clock_nets.png
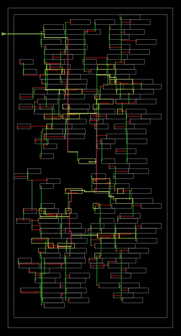
m4.png
Supply wires on this layer in gray.
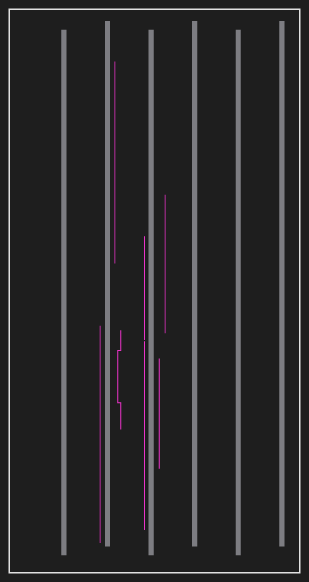
ff_map.png
Other sequential cells in the stronger gray, the rest of the logic in the fainter gray.
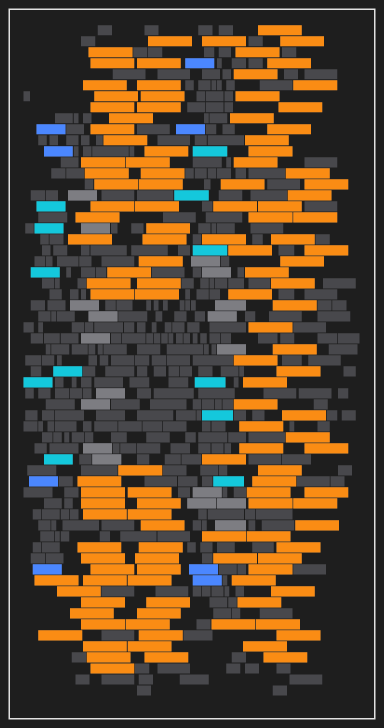
===== src/rtl/rr_requester_bank.sv =====
// rr_requester_bank: four per-port FIFOs feeding a round-robin arbiter.
// Raises REQ toward the arbiter, pops one word per valid grant onto a shared
// output bus tagged with the source port, and flags grant protocol errors.

// Single-port circular FIFO; head word is always visible combinationally.
module rr_req_fifo #(
  parameter int DW    = 8,
  parameter int DEPTH = 4
) (
  input  logic                    clk,
  input  logic                    rst_n,
  input  logic                    push,
  input  logic                    pop,
  input  logic [DW-1:0]           wdata,
  output logic [DW-1:0]           head,
  output logic [$clog2(DEPTH):0]  count
);
  localparam int AW = $clog2(DEPTH);

  logic [DW-1:0] mem [DEPTH];
  logic [AW-1:0] wptr, rptr;

  // Storage is not reset; stale words are unreachable once pointers clear.
  always_ff @(posedge clk) begin
    if (push) mem[wptr] <= wdata;
  end

  // Pointers wrap naturally because DEPTH is a power of two.
  always_ff @(posedge clk) begin
    if (!rst_n) begin
      wptr  <= '0;
      rptr  <= '0;
      count <= '0;
    end else begin
      if (push) wptr <= wptr + 1'b1;
      if (pop)  rptr <= rptr + 1'b1;
      case ({push, pop})
        2'b10:   count <= count + 1'b1;
        2'b01:   count <= count - 1'b1;
        default: ;
      endcase
    end
  end

  assign head = mem[rptr];
endmodule

module rr_requester_bank #(
  parameter int DW    = 8,
  parameter int DEPTH = 4
) (
  input  logic            clk,
  input  logic            rst_n,
  input  logic [3:0]      in_valid,
  input  logic [4*DW-1:0] in_data,
  output logic [3:0]      in_ready,
  output logic [3:0]      REQ,
  input  logic [3:0]      GNT,
  output logic            out_valid,
  output logic [DW-1:0]   out_data,
  output logic [1:0]      out_port,
  output logic            err_grant,
  output logic            err_onehot
);
  localparam int CW = $clog2(DEPTH) + 1;
  localparam logic [CW-1:0] FULL = CW'(DEPTH);

  logic [3:0][CW-1:0] count;
  logic [3:0][DW-1:0] head;
  logic [3:0]         push, pop;
  logic               onehot;
  logic [1:0]         g;
  logic               g_nonempty;

  assign onehot = (GNT != 4'b0) && ((GNT & (GNT - 4'b1)) == 4'b0);

  for (genvar i = 0; i < 4; i++) begin : g_port
    // Ready comes from the registered count only, so a full FIFO refuses a
    // push even in a cycle where it is also being popped.
    assign in_ready[i] = (count[i] < FULL);
    assign push[i]     = in_valid[i] && in_ready[i];
    assign pop[i]      = GNT[i] && (count[i] != '0) && onehot;
    // Drop REQ during the grant that drains the last word so the arbiter
    // never re-grants an empty port.
    assign REQ[i]      = rst_n && (count[i] > {{(CW-1){1'b0}}, GNT[i]});

    rr_req_fifo #(.DW(DW), .DEPTH(DEPTH)) u_fifo (
      .clk   (clk),
      .rst_n (rst_n),
      .push  (push[i]),
      .pop   (pop[i]),
      .wdata (in_data[i*DW +: DW]),
      .head  (head[i]),
      .count (count[i])
    );
  end

  // Encode the granted index; only meaningful when GNT is one-hot.
  always_comb begin
    g = 2'd0;
    for (int i = 0; i < 4; i++) begin
      if (GNT[i]) g = 2'(i);
    end
  end

  assign g_nonempty = (count[g] != '0);
  assign out_valid  = rst_n && onehot && g_nonempty;
  assign out_data   = out_valid ? head[g] : '0;
  assign out_port   = out_valid ? g : 2'd0;

  // Sticky protocol error flags; a multi-hot grant is reported only as
  // err_onehot, never as a per-port empty grant.
  always_ff @(posedge clk) begin
    if (!rst_n) begin
      err_grant  <= 1'b0;
      err_onehot <= 1'b0;
    end else begin
      if (onehot && !g_nonempty)         err_grant  <= 1'b1;
      if ((GNT & (GNT - 4'b1)) != 4'b0)  err_onehot <= 1'b1;
    end
  end
endmodule


===== config.mk =====
export PLATFORM = sky130hd
export DESIGN_NAME = rr_requester_bank
export DESIGN_NICKNAME = d
export VERILOG_FILES = /design/src/rtl/rr_requester_bank.sv
export SDC_FILE = /design/constraint.sdc
export NUM_CORES = 1
export LEC_CHECK = 0
export CORE_AREA = 3 3 87 172
export CTS_BUF_LIST = sky130_fd_sc_hd__clkbuf_4 sky130_fd_sc_hd__clkbuf_8 sky130_fd_sc_hd__clkbuf_16
export DETAILED_ROUTE_END_ITERATION = 16
export DIE_AREA = 0 0 90 175
export GPL_TIMING_DRIVEN = 0
export PLACE_DENSITY_LB_ADDON = 0.3
export SLEW_MARGIN = 25
export SYNTH_ARGS = -nofsm -noshare
export SYNTH_HDL_FRONTEND = slang
export SYNTH_HIERARCHICAL = 1
export SYNTH_SLANG_ARGS = --single-unit

===== constraint.sdc =====
create_clock -name clk -period 2.4 [get_ports clk]
set_clock_uncertainty 0.05 [all_clocks]
set_input_delay 0.48 -clock clk [delete_from_list [all_inputs] [get_ports clk]]
set_output_delay 0.48 -clock clk [all_outputs]
set_load 0.1 [all_outputs]

==> metrics.cfg <==
[placed_design]
port_buffers=62
post-dp-hpwl_um=9900
place_inst=684
post-place-ws_ns=-1.84

[flow_run]
warnings=41

[finish]
n_antenna_cell=0
final_cell_area_um2=9090
fin_util=0.654

[yosys]
ys_chip_area_um2=7120
synth_top_area_share=0.540
common_cells=128 x edfxtp_1, 38 x dfxtp_1, 36 x and2_1
synthArstFlopShare=0
adder_share=0.0548
synth.most_common_cell=edfxtp_1
syn_inst=433
ys_sh_aoi=0.0281

[worst_setup_path]
path_cells=buf_8 > mux4_2 > mux2i_1 > o21ai_1 > mux2i_2 > nor3_4 > buf_12
cp_max_fo=8
worstSetupStartpointType=register
cp_slowest_cell=mux4_2

[power]
combPwrFrac=0.157
top_power_group=sequential cells
seq_power_share=0.489
p_int_mw=5.07

[floorplanning]
std_cell_rows=61

[drt]
route.layer.met1.wl_um=5060
wl_met3_um=497
wl_per_cell_um=19.1

[final_timing]
fmax_ghz=0.353
setup_viol=11
timing.final.ws_setup_ns=-0.430

[global_routing]
use_met1=0.199
grt_pass1_vias=4147
grtUsageMet3=0.0452
grt_pass1_wl_um=22000

[outcome]
violations=setup timing
outcome=finished, violations left

[clock_tree]
path_clk_slew_ns=0.06
cts_buffers=17

-- clock_nets.png (at the start) --
clock latency on the worst-skew pair: 0.41 ns
Clock group: 2.44 mW
clock tree sinks: 166

-- m4.png (at the start) --
wire length on this layer = 330 um
longest straight run = 67.3 um
main direction = vertical
share of all routed wire = 2.4%
nets with wire on the layer = 6
via count: 3873
drt total wl: 13900 um

-- ff_map.png (at the start) --
g_port.u_fifo/mem -> orange  # placed flops 128
g_port.u_fifo/wptr -> blue  # placed flops 8
g_port.u_fifo/count -> cyan  # placed flops 12
not colored = 18
Flop+latch power: 3.37 mW
Seq area share: 0.508

-- sequential cells by signal (all words and copies together), names as in the netlist, named ones only --
| name | count |
|---|---|
| g_port.u_fifo/mem | 128 |
| g_port.u_fifo/count | 12 |
| g_port.u_fifo/rptr | 8 |
| g_port.u_fifo/wptr | 8 |
| err_grant | 1 |
| err_onehot | 1 |
-- worst max-delay path: cells and delay by family, from the launching register on --
kind,cells,cell delay (ns)
mux,3,1.00
flops,1,0.33
buf+inv,2,0.31
compound gates,1,0.14
simple gates,1,0.09
-- what timing repair did --
action / in CTS / in global routing
cloned: 1 / 0
setup endpoints to repair: 35 / 17
buffers inserted: 12 / 3
pin swaps: 15 / 10
resized: 196 / 25
-- area by class of cell --
| type | count | area share |
|---|---|---|
| tap | 189 | 0.0260 |
| timing repair buffer | 78 | 0.0962 |
| multi-input combinational | 230 | 0.284 |
| sequential | 166 | 0.508 |
| inverter | 22 | 0.00963 |
| clock buffer | 19 | 0.0484 |
| buffer | 14 | 0.0160 |
| clock inverter | 13 | 0.0109 |
-- cell families (layout without fill, tap and decap cells) --
family,after synthesis,count (layout)
adder cells (fa/ha/maj),29,29
AND-OR/OR-AND,29,29
buffers and inverters,37,146
flip-flops,166,166
XOR/XNOR,21,21
AND/OR/NAND/NOR,95,95
multiplexers,56,56
-- through the flow --
stage / hold slack [ns] / total power [mW]
floorplan: 0.445 / 4.08
global placement: 0.395 / 4.36
detailed placement: 0.404 / 4.40
CTS: 0.424 / 6.92
global route: 0.450 / 7.14
finish: 0.436 / 6.89
-- worst paths after layout --
kind                                to  depth (start not counted)  slack (ns)
max                        out_data[0]                          7       -0.43
min                          err_grant                          2        0.44
max reg2reg  g_port[1].u_fifo/count[2]                          7        0.26
min reg2reg                  err_grant                          2        0.44
No activity file was given, so power comes from the tool's default toggle rates.
